File: src/rtl/sap_cg_pkg.sv
// sap_cg_pkg: shared state encoding and default parameters for the SAP clock-gate controller
package sap_cg_pkg;
  typedef enum logic [1:0] {
    CG_RUN   = 2'd0,
    CG_DRAIN = 2'd1,
    CG_GATED = 2'd2,
    CG_WAKE  = 2'd3
  } cg_state_e;
  localparam int CG_IDLE_WAIT_DEFAULT   = 4;
  localparam int CG_WAKE_SETTLE_DEFAULT = 2;
  localparam int CG_TIMEOUT_DEFAULT     = 255;
  localparam int CG_CNT_W_DEFAULT       = 8;
endpackage

File: src/rtl/sap_clock_gate_ctrl.sv
// sap_clock_gate_ctrl: sleep handshake and idle-qualified clock-gate enable for one SAP domain
module sap_clock_gate_ctrl
  import sap_cg_pkg::*;
#(
  parameter int IDLE_WAIT_CYCLES   = CG_IDLE_WAIT_DEFAULT,
  parameter int WAKE_SETTLE_CYCLES = CG_WAKE_SETTLE_DEFAULT,
  parameter int TIMEOUT_CYCLES     = CG_TIMEOUT_DEFAULT,
  parameter int CNT_W              = CG_CNT_W_DEFAULT
) (
  input  logic       clk_i,
  input  logic       rst_ni,
  input  logic       test_mode_i,
  input  logic       sleep_req_i,
  output logic       sleep_ack_o,
  input  logic       wake_req_i,
  input  logic       domain_idle_i,
  output logic       clk_en_o,
  output logic       busy_o,
  output logic       abort_o,
  output logic [1:0] state_o
);
  localparam logic [CNT_W-1:0] IDLE_LAST   = CNT_W'(IDLE_WAIT_CYCLES - 1);
  localparam logic [CNT_W-1:0] SETTLE_LAST = CNT_W'(WAKE_SETTLE_CYCLES - 1);
  localparam logic [CNT_W-1:0] TMO_LAST    = CNT_W'(TIMEOUT_CYCLES - 1);

  cg_state_e        state_q, state_d;
  logic [CNT_W-1:0] idle_cnt_q, idle_cnt_d;
  logic [CNT_W-1:0] tmo_cnt_q, tmo_cnt_d;
  logic [CNT_W-1:0] settle_cnt_q, settle_cnt_d;
  logic             rearm_q, rearm_d;
  logic             abort_q, abort_d;
  logic             wake;

  function automatic logic [CNT_W-1:0] sat_inc(input logic [CNT_W-1:0] v);
    return (v == '1) ? v : v + 1'b1;
  endfunction

  assign wake = wake_req_i | !sleep_req_i | test_mode_i;

  // next-state, counter and rearm logic; wake beats idle-complete beats timeout
  always_comb begin
    state_d      = state_q;
    idle_cnt_d   = idle_cnt_q;
    tmo_cnt_d    = tmo_cnt_q;
    settle_cnt_d = settle_cnt_q;
    rearm_d      = rearm_q;
    abort_d      = 1'b0;
    case (state_q)
      CG_RUN: begin
        if (!sleep_req_i) rearm_d = 1'b1;
        if (sleep_req_i && rearm_q && !wake_req_i && !test_mode_i) begin
          state_d    = CG_DRAIN;
          idle_cnt_d = '0;
          tmo_cnt_d  = '0;
        end
      end
      CG_DRAIN: begin
        tmo_cnt_d  = sat_inc(tmo_cnt_q);
        idle_cnt_d = domain_idle_i ? sat_inc(idle_cnt_q) : '0;
        if (wake) begin
          state_d = CG_RUN;
          if (sleep_req_i) rearm_d = 1'b0;
        end else if (domain_idle_i && idle_cnt_q == IDLE_LAST) begin
          state_d = CG_GATED;
        end else if (tmo_cnt_q == TMO_LAST) begin
          state_d = CG_RUN;
          abort_d = 1'b1;
          rearm_d = 1'b0;
        end
      end
      CG_GATED: begin
        if (wake) begin
          state_d      = CG_WAKE;
          settle_cnt_d = '0;
        end
      end
      CG_WAKE: begin
        settle_cnt_d = sat_inc(settle_cnt_q);
        if (settle_cnt_q == SETTLE_LAST) begin
          state_d = CG_RUN;
          if (sleep_req_i) rearm_d = 1'b0;
        end
      end
    endcase
  end

  // state and counter registers with synchronous active-low reset
  always_ff @(posedge clk_i) begin
    if (!rst_ni) begin
      state_q      <= CG_RUN;
      idle_cnt_q   <= '0;
      tmo_cnt_q    <= '0;
      settle_cnt_q <= '0;
      rearm_q      <= 1'b1;
      abort_q      <= 1'b0;
    end else begin
      state_q      <= state_d;
      idle_cnt_q   <= idle_cnt_d;
      tmo_cnt_q    <= tmo_cnt_d;
      settle_cnt_q <= settle_cnt_d;
      rearm_q      <= rearm_d;
      abort_q      <= abort_d;
    end
  end

  assign clk_en_o    = state_q != CG_GATED;
  assign sleep_ack_o = state_q == CG_GATED;
  assign busy_o      = state_q != CG_RUN;
  assign abort_o     = abort_q;
  assign state_o     = state_q;
endmodule

File: config.mk
export PLATFORM = sky130hd
export DESIGN_NAME = sap_clock_gate_ctrl
export DESIGN_NICKNAME = d
export VERILOG_FILES = /design/src/rtl/sap_cg_pkg.sv /design/src/rtl/sap_clock_gate_ctrl.sv
export SDC_FILE = /design/constraint.sdc
export NUM_CORES = 1
export LEC_CHECK = 0
export CAP_MARGIN = 10
export CORE_MARGIN = 2
export CORE_UTILIZATION = 28
export DETAILED_ROUTE_END_ITERATION = 8
export HOLD_SLACK_MARGIN = 0.03
export PLACE_DENSITY = 0.45
export SETUP_SLACK_MARGIN = 0.2
export SLEW_MARGIN = 40
export SYNTH_ARGS = -nofsm -noshare
export SYNTH_HDL_FRONTEND = slang
export SYNTH_SLANG_ARGS = --single-unit
File: constraint.sdc
create_clock -name clk_i -period 3.6 [get_ports clk_i]
set_input_delay 0.72 -clock clk_i [delete_from_list [all_inputs] [get_ports clk_i]]
set_output_delay 0.72 -clock clk_i [all_outputs]
set_load 0.05 [all_outputs]
Fig. 1: run 1, routed metal per tile
Scale: 4 px per um. 16 x 16 tiles, from dark purple (low) to yellow (high), scaled to the fullest tile. Values are wire area over tile area, all layers added.
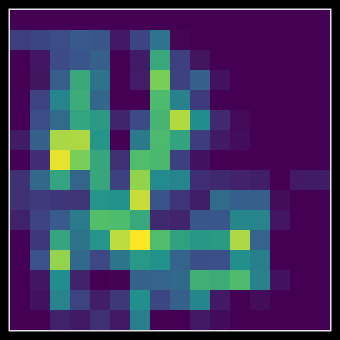
mean over tiles: 0.082
fullest tile: 0.38
nearly empty tiles: 38%
tiles over half the peak: 16%
emptiest ninth of the die: top right
routed length per instance: 12.79 um
total number of vias: 1,320
global routing usage summed across all routing layers: 0.1159
total wire length after detailed routing: 3365 um

Fig. 2: run 1, cells by drive strength
Scale: 3 px per um.
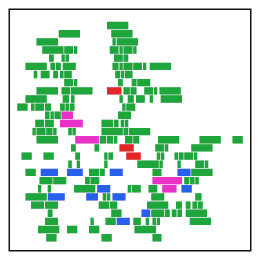
[x3 and x4] magenta | cells: 5
[x2] blue | cells: 11 | most used: and4bb_2
[x6 and larger] red | cells: 3 | most used: clkbuf_8
[x1 and smaller] green | cells: 172 | most used: dfxtp_1
worst setup slack after layout: 0.7625 ns
layout-stage area growth over the synthesis result: 14.63%
final instance area: 1853 um2
Non-clock buffers: 11

Fig. 3: run 1, placement view
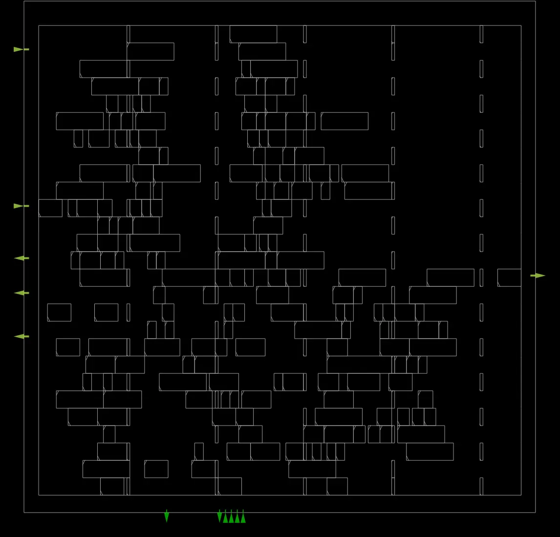
filler-free cell count of the finished design: 263
final core utilization: 0.3345
sequential fraction of total cell area: 0.3025
tap cell count: 72

Fig. 4: run 1, a small window of the routed layout
Region (15, 30) to (65, 80) um. Cells in grey, sequential cells in the stronger grey; small squares are vias.
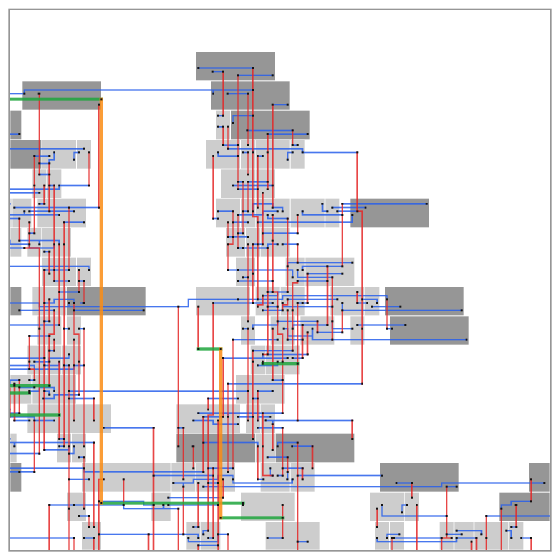
[M1] blue
[M4] orange
[M3] green
[M2] red
netlist names of flops here include: tmo_cnt_q (8), idle_cnt_q (2), settle_cnt_q (2)
sequential cells in the window: 12
most frequent: nor2_1 (15), dfxtp_1 (12)
cells with their middle in the window: 90

==> run summary, run 1 <==
Status of the implementation.

- The flow ran to the end, and the final reports show no timing, DRC or antenna violations.
- The first-pass GRT wire length is 5865 um, for reference.
- The final total negative setup slack is 0 ns, for reference.
- Looking at the post-CTS report, the setup buffer insertion count equals 0.
- When the netlist entered floorplanning its net count stood at 197.
- For met1 alone, demand over resource in global routing was 0.1480.
- The site row count is 27, for reference.
- The global-route congestion overflow total is 0, for reference.
- 139 cells are multi-input combinational gates.
- Broken down by cell family, the worst path's largest delay share belongs to buffers and inverters.
- In this run the static leakage power is 0.5569 nW.
- For this configuration, the core starts out at a cell density of 0.2918.
- The part of the Yosys area used for sequential elements is 0.3467, for reference.
- Summed over all nets, wire length on met2 after detailed routing comes to 1579 um.
- The die height is 79.98 um, for reference.
- The total cells reported by yosys after synthesis is 181, for reference.
- The total buffers and inverters traversed by the critical path is 3, for reference.
- The synthesis stats list as the most numerous cell sky130_fd_sc_hd__dfxtp_1.
- Setup repair after global routing left no endpoint under its margin.
- The overall power after layout is 0.0005838 W, for reference.
- The number of maximum-capacitance violations is 0, for reference.
- Per the detail_route log, the uppermost layer with routed signals is met4.
- The iteration count recorded for the first detailed-route pass is 4.
- In the final run the clock tree shows a worst skew of 0.003893 ns.
- The gate count of the mapped netlist is 181, for reference.
- The relative area of clock buffers and inverters in the final design is 0.02228, for reference.
- The yosys synthesis warning count is 0, for reference.
- Looking at the VDD voltage map, the peak drop is 0.1775 mV.
- In the final design database the tool counted 209 nets.
- Of the cells placed in the final design, the portion with a size suffix greater than 1 is 0.09948.
- The arrival time of data at the worst endpoint is listed as 2.12 ns.
- The main area contributors are sky130_fd_sc_hd__dfxtp_1 (35%), sky130_fd_sc_hd__xnor2_1 (9.2%), sky130_fd_sc_hd__ha_1 (7.7%).
- The synthesized design contains 28 register bits.
- The synthesized area per cell is 8.931 um2, for reference.
==> run 1: registers in the layout, indices dropped and copies added, names as in the netlist, named ones only <==
| signal | cells |
|---|---|
| state_o | 1 |
| idle_cnt_q | 8 |
| settle_cnt_q | 8 |
| rearm_q | 1 |
| abort_o | 1 |
| tmo_cnt_q | 8 |
==> run 1: power by group <==
group	total [W]	switching (W)	internal, W	leakage (nW)
combinational	0.0000916	0.0000582	0.0000334	0.309
sequential	0.000318	0.00000425	0.000314	0.226
clock	0.000174	0.0000988	0.0000753	0.0216
total	0.000584	0.000161	0.000423	0.557
==> run 1: metrics by stage <==
stage               std cells    util  instance area (um2)  hold WS (ns)  worst slack, ns
finish                    263  0.3345                 1853        0.5086           0.7625
global route              263  0.3345                 1853        0.5487           0.6198
CTS                       263  0.3329                 1844        0.5104           0.7509
detailed placement        260  0.3254                 1803        0.4944           0.8305
global placement          260  0.3245                 1798        0.4890           0.8801
floorplan                 181       -                 1617        0.4709           0.9145
==> run 1: cell families after synthesis <==
family,Yosys count,synth area share
simple gates,85,0.3003
flops,28,0.3468
fa+ha+maj,10,0.07740
compound gates,24,0.1277
xor+xnor,18,0.09752
mux,2,0.01548
buf+inv,14,0.03483
==> run 1: worst paths after layout <==
check                                                start                            to  depth (start not counted)
worst max register to register     state_o[0]$_SDFFE_PN0P_  settle_cnt_q[1]$_SDFFE_PN0P_                          6
worst max-delay path               state_o[0]$_SDFFE_PN0P_                        busy_o                          4
worst min register to register  idle_cnt_q[1]$_SDFFE_PN0P_    idle_cnt_q[1]$_SDFFE_PN0P_                          2
worst min-delay path            idle_cnt_q[1]$_SDFFE_PN0P_    idle_cnt_q[1]$_SDFFE_PN0P_                          2
Fig. 5: run 1, floorplan with the power grid
Scale: 6 px per um. Pins as bars on the die edge.
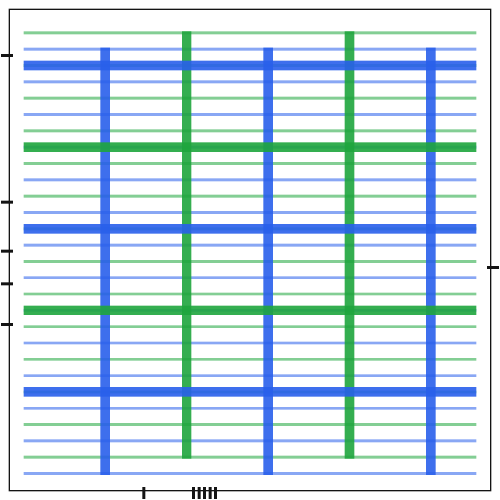

==> inputs of run 2 (changes only) <==
clock period = 2.7 ns   (was 3.6 ns; I/O delays follow)
Fig. 6: run 2, floorplan with the power grid
Scale: 6 px per um. Pins as bars on the die edge.
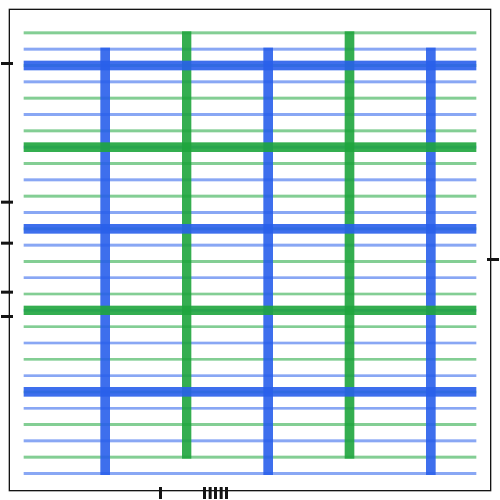
[VSS] blue
[VDD] green
met4 straps: 5
met1 rails: 28
rows: 27
Core ar.: 5540 um2
peak supply drop: 0.1669 mV
die span in x: 79.98 um
die span in y: 79.98 um

Fig. 7: run 2, cells by drive strength
Scale: 3 px per um.
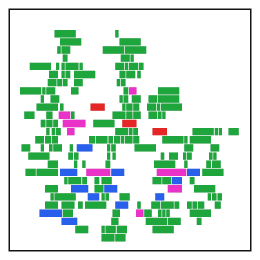
[x2] blue | cells: 12 | most used: and4bb_2
[x1 and smaller] green | cells: 171 | most used: dfxtp_1
[x3 and x4] magenta | cells: 8 | most used: buf_4
[x6 and larger] red | cells: 3 | most used: clkbuf_8
final instance area: 1878 um2
layout-stage area growth over the synthesis result: 16.18%
Non-clock buffers: 14
worst setup slack after layout: 0.3642 ns

==> run 2 against run 1 <==
Effect of this change: global-route usage fell by 0.20 points; synthesized cell count is the same; highest routed layer unchanged; sequential power rose by 34%; synthesized area stayed put; via count increased by 1.8%; critical endpoint unchanged; count of clock-buffer cells in the layout stayed put.
==> run summary, run 2 <==
Status of the implementation.

- The site row count is 27 (unchanged).
- The routed wirelength normalized by instance count was 12.79 um (about the same).
- Setup repair after global routing left no endpoint under its margin.
- Among all cell types in the netlist, the one instantiated most often is sky130_fd_sc_hd__dfxtp_1.
- The internal power consumption is 0.0005626 W (+33%), for reference.
- The synthesized-area fraction occupied by and/or/nand/nor cells is 0.3003 (unchanged), for reference.
- The first-pass GRT wire length is 5878 um (+0.22%).
- The power share of the clock group is 0.290 (-0.008), for reference.
- The largest registers in the layout are idle_cnt_q x8, settle_cnt_q x8, tmo_cnt_q x8.
- The number of register bits inferred by synthesis is 28 (unchanged), for reference.
- The startpoint of the worst-slack reg-to-reg timing path is state_o[0]$_SDFFE_PN0P_, for reference.
- The multiplexer share of the synthesized area is 0.01548 (unchanged), for reference.
- The startpoint of the worst hold path is settle_cnt_q[1]$_SDFFE_PN0P_, for reference.
- The clock skew after layout came to 0.006450 ns (+0.002557 ns).
- The sequential group power is 0.000425 W (+34%), for reference.
- The kind of cell adding the most delay to the critical path is buffers and inverters, for reference.
- The length of the first detailed-routing pass in iterations is 4 (unchanged), for reference.
- The total leakage power is 0.5913 nW (+6.2%), for reference.
- The synthesized area per cell is 8.931 um2 (unchanged), for reference.
- Per the TritonCTS log, the buffer count is 3.
- The gate count of the mapped netlist is 181 (unchanged).
- The part of the Yosys area used for sequential elements is 0.3467 (unchanged), for reference.
- The utilization after layout is 0.3390 (+0.004516), for reference.
- The met1 track demand over resource is 0.1433 (-0.004623), for reference.
- The total cells reported by yosys after synthesis is 181 (unchanged), for reference.
- The clock-net power is 0.000223 W (+28%).
- The post-synthesis share of cell area spent on full adders, half adders and majority gates is 0.07740 (unchanged), for reference.
- For reference, the top cells by area after synthesis are sky130_fd_sc_hd__dfxtp_1 (35%), sky130_fd_sc_hd__xnor2_1 (9.2%), sky130_fd_sc_hd__ha_1 (7.7%).
- The total via count in the routed design is 1,344 (+1.8%), for reference.
- The maximum clock frequency is 428.1 MHz, for reference.
- The yosys synthesis warning count was 0 (unchanged).
- The share of cells above drive strength 1 is 0.1186 (+0.01908).
- The area fraction in xor and xnor cells is 0.09752 (unchanged), for reference.
- The switching fraction of total power is 0.2687 (-0.007488), for reference.
- The power share of the sequential group is 0.552 (+0.007), for reference.
- Per STA, the worst path is made up of inv_1 -> ha_1 -> inv_1 -> dlygate4sd2_1.
- The flow ran to the end, and the final reports show no timing, DRC or antenna violations.
- The number of maximum-capacitance violations came to 0 (unchanged).
- The largest part of the power goes to registers.
- The net count entering floorplan is 197 (unchanged), for reference.
- The floorplan utilization was 0.2918 (unchanged).
- The final total negative setup slack was 0 ns (unchanged).
- The global-route total usage across every layer is 0.1139 (-0.002022).
- The arrival time at the worst endpoint is 1.80 ns (-0.32 ns).
- The largest non-sequential cell family by area is simple AND/OR/NAND/NOR gates, for reference.
- The global-route congestion overflow total is 0 (unchanged), for reference.
- The total buffers and inverters traversed by the critical path is 3 (unchanged), for reference.
- The sum of routed wire length over all layers is 3401 um (+1.1%).
- The number of nets in the finished design is 212 (+1.4%), for reference.
==> run 2: path summary, 6_finish.rpt <==
kind / to / slack (ns) / depth (start not counted)
min reg2reg: settle_cnt_q[1]$_SDFFE_PN0P_ / 0.50 / 2
min: settle_cnt_q[1]$_SDFFE_PN0P_ / 0.50 / 2
max reg2reg: settle_cnt_q[1]$_SDFFE_PN0P_ / 0.53 / 6
max: busy_o / 0.36 / 4
==> run 2: stage by stage <==
stage | instance area, um2 | power [W] | hold WS (ns) | instances | setup WS (ns)
floorplan | 1620 | 0.0005178 | 0.4709 | 181 | 0.3689
global placement | 1824 | 0.0005542 | 0.4933 | 263 | 0.1661
detailed placement | 1824 | 0.0005538 | 0.4985 | 263 | 0.1130
CTS | 1864 | 0.0007843 | 0.5117 | 266 | 0.2446
global route | 1878 | 0.0008130 | 0.5441 | 266 | 0.2426
finish | 1878 | 0.0007693 | 0.5038 | 266 | 0.3642
==> run 2: logic make-up after synthesis <==
kind of cell / after synthesis
and+or+nand+nor: 85
DFF: 28
AOI/OAI and AO/OA: 24
xor gates and xnor gates: 18
buffers and inverters: 14
adders and majority gates: 10
muxes: 2
==> run 2: what timing repair did <==
item / CTS / global route
endpoints found under the setup margin: 1 / 2
resized: 1 / 2
buffers inserted: 0 / 0
pin swaps: 0 / 0
==> run 2: final cells by class <==
type                            instances  share of cell area
Clock buffer                            3             0.02199
Sequential cell                        28              0.2991
Inverter                               10             0.01999
Timing Repair Buffer                   14             0.07262
Multi-Input combinational cell        139              0.5383
Tap cell                               72             0.04797
==> run 2: routing by layer <==
metal / up-vias / part of all wire
met5: - / 0
met4: 0 / 0.0068
met3: 2 / 0.030
met2: 20 / 0.47
met1: 647 / 0.49
li1: 675 / -
Fig. 8: run 2, a small window of the routed layout
Region (15, 30) to (65, 80) um. Cells in grey, sequential cells in the stronger grey; small squares are vias.
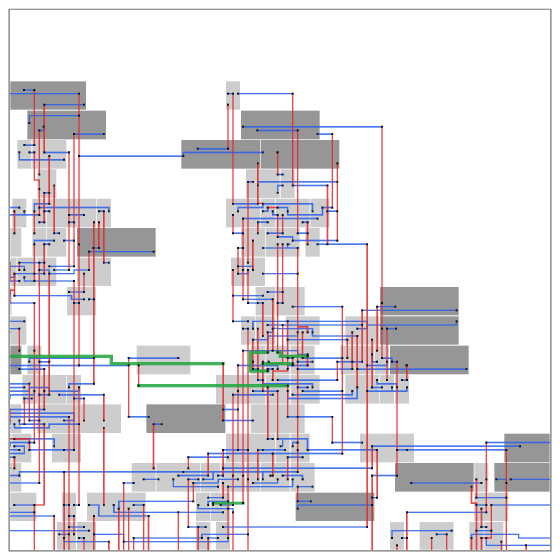

==> inputs of run 3 (changes only) <==
clock period = 2.6 ns   (was 2.7 ns; I/O delays follow)
Fig. 9: run 3, a small window of the routed layout
Region (15, 30) to (65, 80) um. Cells in grey, sequential cells in the stronger grey; small squares are vias.
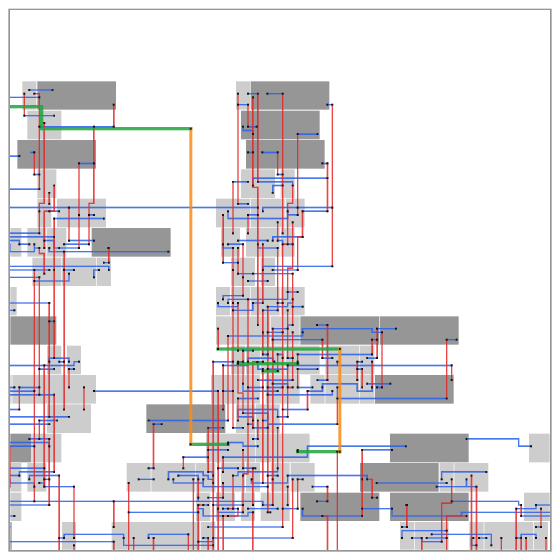
[M1] blue
[M3] green
[M4] orange
[M2] red
netlist names of flops here include: tmo_cnt_q (8), idle_cnt_q (4), settle_cnt_q (2)
sequential cells in the window: 15
cells with their middle in the window: 88
most frequent: dfxtp_1 (15), nor2_1 (13), xnor2_1 (11)

Fig. 10: run 3, routed metal per tile
Scale: 4 px per um. 16 x 16 tiles, from dark purple (low) to yellow (high), scaled to the fullest tile. Values are wire area over tile area, all layers added.
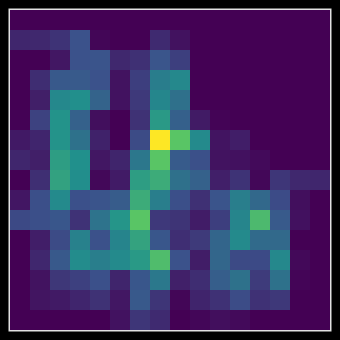
densest ninth of the die: middle
emptiest ninth of the die: top right
nearly empty tiles: 37%
tiles over half the peak: 6.6%
mean over tiles: 0.082
fullest tile: 0.50
routed length per instance: 12.85 um
global routing usage summed across all routing layers: 0.1169
total number of vias: 1,332
total wire length after detailed routing: 3417 um

==> run 3 against run 2 <==
Effect of this change: critical path depth increased by 1; count of clock-buffer cells in the layout unchanged; via count down 0.89%; worst hold slack better by 0.0051 ns; design area fell by 0.47%; synthesized cell count did not move; cell count stayed put; power rose by 5.5%; sequential power increased by 4%; sequential share of layout area increased by 0.14 points; largest cell class unchanged; core utilization is 0.16 points lower; critical endpoint is now settle_cnt_q[1]$_SDFFE_PN0P_; die area stayed put.
==> run summary, run 3 <==
Status of the implementation.

- The timing report gives the clock slew at the launch and capture registers of the worst setup and hold paths as 0.10 ns.
- The switching fraction of total power came to 0.2782 (+0.009463).
- The number of register bits inferred by synthesis is 28 (unchanged).
- The part of the Yosys area used for sequential elements came to 0.3467 (unchanged).
- The share of cells above drive strength 1 is 0.1237 (+0.005155), for reference.
- The site row count came to 27 (unchanged).
- The total leakage power was 0.5738 nW (-2.9%).
- The maximum vdd drop is 0.1977 mV (+18%), for reference.
- The post-synthesis share of cell area spent on full adders, half adders and majority gates was 0.07740 (unchanged).
- Setup repair after global routing left no endpoint under its margin.
- The worst-case setup margin in the final layout was 0.4195 ns (+0.05533 ns).
- Looking at the reg2reg group, the worst path ends at settle_cnt_q[1]$_SDFFE_PN0P_.
- The end point of the worst hold path is settle_cnt_q[1]$_SDFFE_PN0P_, for reference.
- The report lists the cells along the critical path as clkdlybuf4s50_1 -> and4bb_2 -> a211o_1 -> or3b_2 -> a21boi_0.
- The total cells reported by yosys after synthesis was 181 (unchanged).
- The signed area change from the synthesized netlist to the final layout is 15.63%, for reference.
- The kind of cell adding the most delay to the critical path is simple AND/OR/NAND/NOR gates, for reference.
- The number of nets in the finished design is 212 (unchanged), for reference.
- By area the synthesized netlist is led by sky130_fd_sc_hd__dfxtp_1 (35%), sky130_fd_sc_hd__xnor2_1 (9.2%), sky130_fd_sc_hd__ha_1 (7.7%).
- The largest non-sequential cell family by area is simple AND/OR/NAND/NOR gates, for reference.
- The power share of the clock group is 0.300 (+0.010), for reference.
- The global-route congestion overflow total is 0 (unchanged).
- The area of the core region is 5540 um2 (unchanged).
- The floorplan utilization is 0.2918 (unchanged), for reference.
- The first-pass GRT wire length came to 5940 um (+1.1%).
- The die height is 79.98 um (unchanged), for reference.
- The number of maximum-capacitance violations was 0 (unchanged).
- The clock-net power is 0.000243 W (+9.0%).
- The clock skew after layout is 0.006418 ns (-0.00003200 ns), for reference.
- The length of the first detailed-routing pass in iterations is 4 (unchanged).
- The arrival time at the worst endpoint is 2.40 ns (+0.60 ns), for reference.
- For the worst min-delay path, the startpoint reported by OpenROAD is settle_cnt_q[1]$_SDFFE_PN0P_.
- The maximum clock frequency is 458.6 MHz, for reference.
- The biggest slice of the total power is consumed by registers.
- The gate count of the mapped netlist is 181 (unchanged), for reference.
- The synthesized-area fraction occupied by and/or/nand/nor cells is 0.3003 (unchanged).
- The reg-to-reg setup timing slack is 0.47 ns (-0.06 ns), for reference.
- The flow ran to the end, and the final reports show no timing, DRC or antenna violations.
- The sequential group power came to 0.000441 W (+4%).
- The synthesized area per cell is 8.931 um2 (unchanged), for reference.
- The multiplexer share of the synthesized area is 0.01548 (unchanged), for reference.
- The number of cells on the worst hold path is 2 (unchanged), for reference.
- The final total negative setup slack was 0 ns (unchanged).
- The die span in x came to 79.98 um (unchanged).
run 3: how the worst max path moves through the flow:
stage	cells after the start	endpoint	from
2_1_floorplan	4	settle_cnt_q[0]$_SDFFE_PN0P_	flop
3_3_place_gp	6	idle_cnt_q[0]$_SDFFE_PN0P_	test_mode_i
3_5_place_dp	6	idle_cnt_q[6]$_SDFFE_PN0P_	test_mode_i
4_1_cts	6	idle_cnt_q[6]$_SDFFE_PN0P_	test_mode_i
5_1_grt	6	settle_cnt_q[1]$_SDFFE_PN0P_	state_o[0]$_SDFFE_PN0P_
6_report	5	settle_cnt_q[1]$_SDFFE_PN0P_	test_mode_i
run 3: area by class of cell:
class,instances,area [um2],share of cell area
timing repair buffer,14,127.6,0.06827
tap,72,90.09,0.04819
multi-input combinational,139,1011,0.5408
inverter,10,37.54,0.02008
sequential,28,561.8,0.3005
clock buffer,3,41.29,0.02209
run 3: metal layers:
| layer | vias to the layer above | global-route usage | share of wire |
|---|---|---|---|
| met1 | 634 | 0.1412 | 0.47 |
| met5 | - | 0 | 0 |
| met4 | 0 | 0.04407 | 0.011 |
| li1 | 679 | - | - |
| met3 | 4 | 0.02715 | 0.029 |
| met2 | 15 | 0.2000 | 0.49 |
run 3: cells by family after synthesis:
family / count (synthesis)
DFF: 28
buffers and inverters: 14
and+or+nand+nor: 85
adders and majority gates: 10
xor gates and xnor gates: 18
muxes: 2
AOI/OAI and AO/OA: 24
run 3: metrics by stage:
step | area (um2) | util | std cells
detailed placement | 1822 | 0.3288 | 263
global route | 1869 | 0.3374 | 266
global placement | 1822 | 0.3288 | 263
CTS | 1861 | 0.3358 | 266
floorplan | 1620 | - | 181
finish | 1869 | 0.3374 | 266
run 3: what timing repair did:
item | CTS | global route
setup endpoints to repair | 2 | 0
hold buffers | 0 | 0
gates resized | 2 | 0
No activity file was given, so power comes from the tool's default toggle rates.
